<file path="src/rtl/imem_loader_pkg.sv">
// Shared CPU-side definitions for the instruction memory loader:
// loader FSM states, the default frame marker and the frame length check.
package imem_loader_pkg;

   typedef enum logic [2:0] {
      SYNC,
      LEN,
      DATA,
      CSUM,
      DONE,
      ERROR
   } loader_state_t;

   localparam logic [7:0] DEFAULT_SYNC_BYTE = 8'hA5;

   // A frame carries len+1 data bytes; it must fit in a 2^aw deep memory.
   function automatic logic len_fits(input logic [7:0] len, input int aw);
      return (int'(len) + 1) <= (1 << aw);
   endfunction

endpackage

</file>
<file path="src/rtl/imem_write_ifc.sv">
// Write port of the instruction memory; the loader drives it, the
// memory consumes it alongside the fetch-stage read path.
interface imem_write_ifc #(
   parameter int ADDR_WIDTH = 8
);
   logic                  we;
   logic [ADDR_WIDTH-1:0] addr;
   logic [7:0]            wdata;

   modport writer (output we, addr, wdata);
   modport reader (input  we, addr, wdata);
endinterface

</file>
<file path="src/rtl/imem_loader.sv">
// Byte-stream program loader: parses SYNC/LEN/DATA/CSUM frames, writes the
// instruction memory and releases the core only after a checksum-valid image.
module imem_loader
   import imem_loader_pkg::*;
#(
   parameter int         ADDR_WIDTH = 8,
   parameter logic [7:0] SYNC_BYTE  = DEFAULT_SYNC_BYTE
) (
   input  logic                  clk,
   input  logic                  n_rst,
   input  logic                  rx_valid,
   input  logic [7:0]            rx_data,
   output logic                  rx_ready,
   input  logic                  restart,
   output logic                  imem_we,
   output logic [ADDR_WIDTH-1:0] imem_addr,
   output logic [7:0]            imem_wdata,
   output logic                  core_run,
   output logic                  done,
   output logic                  error
);

   loader_state_t         state;
   logic [ADDR_WIDTH-1:0] addr_cnt;
   logic [ADDR_WIDTH-1:0] last_addr;
   logic [7:0]            sum;
   logic [7:0]            csum_total;
   logic                  accept;

   imem_write_ifc #(.ADDR_WIDTH(ADDR_WIDTH)) wr_if ();

   // Decoded from the state register only, so rx_valid never loops back.
   assign rx_ready   = (state == SYNC) || (state == LEN) ||
                       (state == DATA) || (state == CSUM);
   assign accept     = rx_valid && rx_ready;
   assign csum_total = sum + rx_data;

   assign imem_we    = wr_if.we;
   assign imem_addr  = wr_if.addr;
   assign imem_wdata = wr_if.wdata;

   always_ff @(posedge clk or negedge n_rst) begin
      if (!n_rst) begin
         state       <= SYNC;
         addr_cnt    <= '0;
         last_addr   <= '0;
         sum         <= '0;
         wr_if.we    <= 1'b0;
         wr_if.addr  <= '0;
         wr_if.wdata <= '0;
         core_run    <= 1'b0;
         done        <= 1'b0;
         error       <= 1'b0;
      end else begin
         // NOTE: non-blocking default makes the write strobe a one-cycle pulse;
         // the later assignment in the DATA branch overrides it for that edge.
         wr_if.we <= 1'b0;
         if (restart) begin
            state     <= SYNC;
            addr_cnt  <= '0;
            last_addr <= '0;
            sum       <= '0;
            core_run  <= 1'b0;
            done      <= 1'b0;
            error     <= 1'b0;
         end else if (accept) begin
            case (state)
               SYNC: begin
                  if (rx_data == SYNC_BYTE) state <= LEN;
               end
               LEN: begin
                  sum       <= '0;
                  addr_cnt  <= '0;
                  last_addr <= rx_data[ADDR_WIDTH-1:0];
                  if (len_fits(rx_data, ADDR_WIDTH)) begin
                     state <= DATA;
                  end else begin
                     state <= ERROR;
                     error <= 1'b1;
                  end
               end
               DATA: begin
                  wr_if.we    <= 1'b1;
                  wr_if.addr  <= addr_cnt;
                  wr_if.wdata <= rx_data;
                  sum         <= csum_total;
                  // The counter stops on the last byte, so it never wraps.
                  if (addr_cnt == last_addr) state <= CSUM;
                  else addr_cnt <= addr_cnt + 1'b1;
               end
               CSUM: begin
                  if (csum_total == 8'h00) begin
                     state    <= DONE;
                     done     <= 1'b1;
                     core_run <= 1'b1;
                  end else begin
                     state <= ERROR;
                     error <= 1'b1;
                  end
               end
               default: ;
            endcase
         end
      end
   end

endmodule

</file>
<file path="config.mk">
export PLATFORM = sky130hd
export DESIGN_NAME = imem_loader
export DESIGN_NICKNAME = d
export VERILOG_FILES = /design/src/rtl/imem_loader_pkg.sv /design/src/rtl/imem_write_ifc.sv /design/src/rtl/imem_loader.sv
export SDC_FILE = /design/constraint.sdc
export NUM_CORES = 1
export LEC_CHECK = 0
export CORE_ASPECT_RATIO = 1.2
export CORE_UTILIZATION = 60
export CTS_BUF_LIST = sky130_fd_sc_hd__clkbuf_8
export DETAILED_ROUTE_END_ITERATION = 10
export PLACE_DENSITY = 0.86
export SKIP_LAST_GASP = 1
export SYNTH_ARGS = -nofsm -noshare
export SYNTH_HDL_FRONTEND = slang
export SYNTH_SLANG_ARGS = --single-unit
export TNS_END_PERCENT = 5
</file>
<file path="constraint.sdc">
create_clock -name clk -period 3.45 [get_ports clk]
set_input_delay 0.69 -clock clk [delete_from_list [all_inputs] [get_ports clk]]
set_output_delay 0.69 -clock clk [all_outputs]
set_load 0.01 [all_outputs]
</file>
Clock routing:
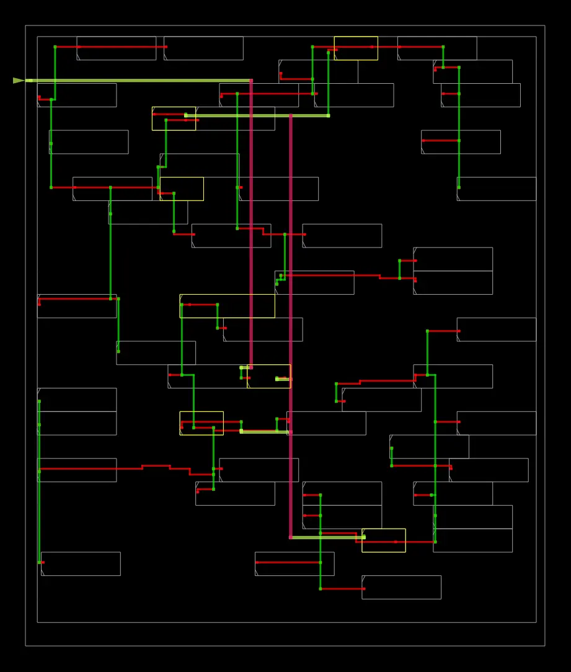
clk latency late pin: 310 ps
Clock Sinks: 46
Clock Power: 0.410 mW

Cell sizes after repair:
Drawn at 6 px/um.
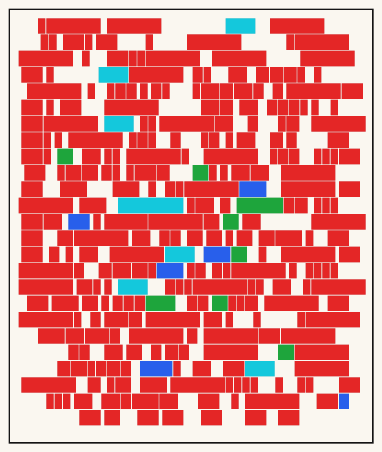
_2 cells -> blue  # cells 6, share 2.0%
_0 and _1 cells -> red  # cells 279, share 93%
_3 and _4 cells -> green  # cells 8, share 2.7%
_6 and larger -> cyan  # cells 7, share 2.3%
Buffers excl. clock: 38
final worst slack: 649 ps
Layout Area Growth over Synthesis: 19.8%

Selected gate families:
Drawn at 6 px/um.
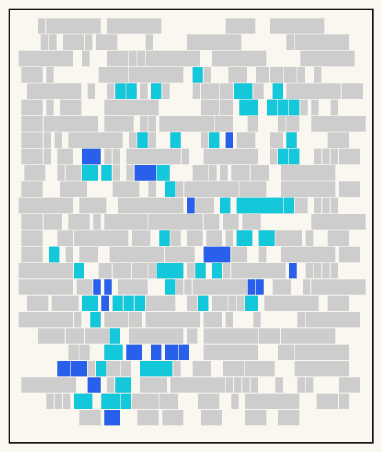
NOR gates -> blue  # cells 19, most used nor2_1
inverting AOI/OAI gates -> cyan  # cells 47, most used a21oi_1
combinational fraction of the cell area: 41.1%
Commonest Layout Cell: nand2_1
non-filler cells, final: 354

Nets reached from selected ports:
Drawn at 4 px/um.
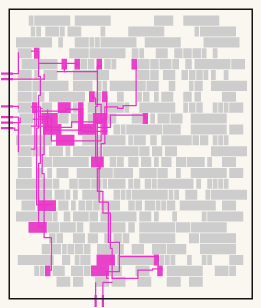
rx_data -> magenta  # bits 8, direction input, end cells 27, buffers 9, wire 504 um
number of port buffers: 32
Top-Level Pins: 33

==> results.toml <==
# yosys + openroad results
[finish]
seq_share_pct = 39.2
logic_gate_count = 199
regArea_um2 = 1150
flops = 46
logic_area_um2 = 1210
fin_nets = 321
nClkBuffers = 6
fillers = 318
inverters_excl_clock = 10
largestClassByArea = "multi-input combinational cells"
diodes = 0
clk_share_pct = 3.83
layout-drive-gt1-share_pct = 7.00
layout.nonclk_buf_share_pct = 12.3

[setup_path]
start_kind = "primary input"
crit_path_start = "rx_data[0]"
end_kind = "flip-flop"
crit_type = "primary input to flip-flop"
cp.required_ps = 3670
endpoint = "state[0]"
rr_endpoint = "state[0]"
regToRegStartpoint = "sum[0]"
critical_path.max_fanout = 4
ff2ff_setup_slack_ps = 1240
r2r_cells = 8
cp_data_arrival_time_ps = 3020

[logic_synthesis]
syn_area_per_cell_um2 = 9.21
ys_area_um2 = 2450
synth-edff-count = 0
synthTopCellsByArea = "dfrtp_1 (47%), nand2_1 (11%), a21oi_1 (4.5%)"
yosys_cells = 266
async_reset_ff_share_pct = 100
synth_seq_share_pct = 47.0
ys_sh_mux_pct = 0.408
aoi_share_pct = 16.8
top_cell_area_share_pct = 47.0
logic_family = "simple AND/OR/NAND/NOR gates"
synthFlopType = "dfrtp_1"
ys_warn_count = 0
yosysTopAreaCell = "dfrtp_1"
fp_nets = 287
simple_gate_share_pct = 22.5
adder_share_pct = 4.90
numSynthFlops = 46
syn-cell-area_um2 = 2450
xor_area_share_pct = 4.65
synthCells = 266
synth.distinct_cells = 48

[min_path]
hold_depth = 2
hp-class = "flip-flop to flip-flop"
hold_path_end = "imem_addr[3]"
hp-start = "imem_addr[3]"

[drt]
routed.top_layer = "met4"
drc = 0
antenna_left = 0
via_per_inst = 5.88
wl_met3_um = 255
postRouteWirelength_um = 5670
dr.pass1.iters = 4
vias = 2081
drt-met1-wl_um = 2370
detail_route.wl_per_cell_um = 16.0
wl_met2_um = 2970
drt_iter0_markers = 110

[power_and_ir_drop]
p_per_area_nw_per_um2 = 408
pwr-share-comb_pct = 16.5
swShare_pct = 25.3
vdd_drop_max_v = 0.000275
power_switching_mw = 0.303
internal_power_mw = 0.894
p_seq_share_pct = 49.2
leakage_nw = 1.30
p_clk_share_pct = 34.3

[sta]
finalClockPeriodUsage_pct = 81.2
rsz0062_at_grt = "false"
worstMarginPinSlew_ps = 1010
max_freq_mhz = 357
fin_setup_tns_ps = 0
whs_ps = 480
slew_headroom_pct = 32.7
slew_viol_final = 0
period_minus_slack_ps = 2800
hold_violations = 0
skew_ps = 6.45
finalSetupViolations = 0

[die]
die_x_um = 60.3
rows = 25
coreArea_um2 = 3940
taps = 54
die_h_um = 72.0
dieArea_um2 = 4350
floorplan.core_util_pct = 62.2

[clocking]
cts_tree = "done"
post_cts_buffers = 0
clkTransAtPathRegs_ps = 80
cts-resized-gates = 0
postCtsHoldBufs = 0
cts_buffers = 5
cts_root_buf = "clkbuf_8"
h-tree-depth = 2
cts_buffer_depth = 2

[grt]
grt_util_met3_pct = 6.24
grt_pass1_wl_um = 9220
met2_usage_pct = 48.7
grt_pass1_vias = 1992
grt.overflow.total = 0
grt_max_degree = 47
busiest_layer = "met2"
grt_util_met1_pct = 35.8
grt_use_total_pct = 29.2
antenna_found_initial = 0

[status]
status = "finished clean"

[job]
warning_count = 26
max_cap_viol_count = 0

[place]
hpwl_um = 4090
gp_congestion = 0.909
## power by group through the flow
stage                     combinational [mW]  clock (mW)  sequential, mW
after floorplan                       0.0832           0           0.608
final                                  0.198       0.410           0.589
after detailed placement               0.197           0           0.600
after global placement                 0.192           0           0.599
after CTS                              0.198       0.423           0.589
after global routing                   0.216       0.440           0.593
## synthesized netlist by cell type (4+ instances only)
cell type / n
a21oi_1: 22
o21ai_0: 10
ha_1: 8
a22o_1: 5
nor2_1: 8
xnor2_1: 9
nand2_1: 73
xor2_1: 4
or3_1: 6
dfrtp_1: 46
nand3_1: 8
inv_1: 10
buf_2: 5
## placed cells by master, fill, tap and decap left out, types with 4 or more instances in the layout
cell,synthesis,final
inv_1,10,10
nand2_1,73,73
xor2_1,4,4
clkbuf_8,0,6
a22o_1,5,5
buf_4,2,6
nor2_1,8,8
clkdlybuf4s50_1,0,31
or3_1,6,6
ha_1,8,8
dfrtp_1,46,46
o21ai_0,10,10
a21oi_1,22,22
xnor2_1,9,9
nand3_1,8,8
## through the flow
step	instance area (um^2)	utilization (%)	setup slack, ps	std cells	power, mW
CTS	2940	74.5	691	354	1.21
floorplan	2450	-	1070	266	0.691
finish	2940	74.5	649	354	1.20
global route	2940	74.5	534	354	1.25
global placement	2820	71.7	438	347	0.792
detailed placement	2820	71.7	368	347	0.796
## critical path: stages
cell and delay (ps):
clkdlybuf4s50_1 540, ha_1 210, inv_1 60, fa_1 390
nand2b_1 200, a2111o_1 380, o311ai_1 170, nor3_1 150
a211oi_2 240
## registers in the layout, indices dropped and copies added (netlist names)
signal,count
addr_cnt,8
imem_addr,8
imem_wdata,8
error,1
last_addr,8
done,1
state,3
sum,8
imem_we,1
Power figures rest on the tool's default switching activity, not on a simulated workload.
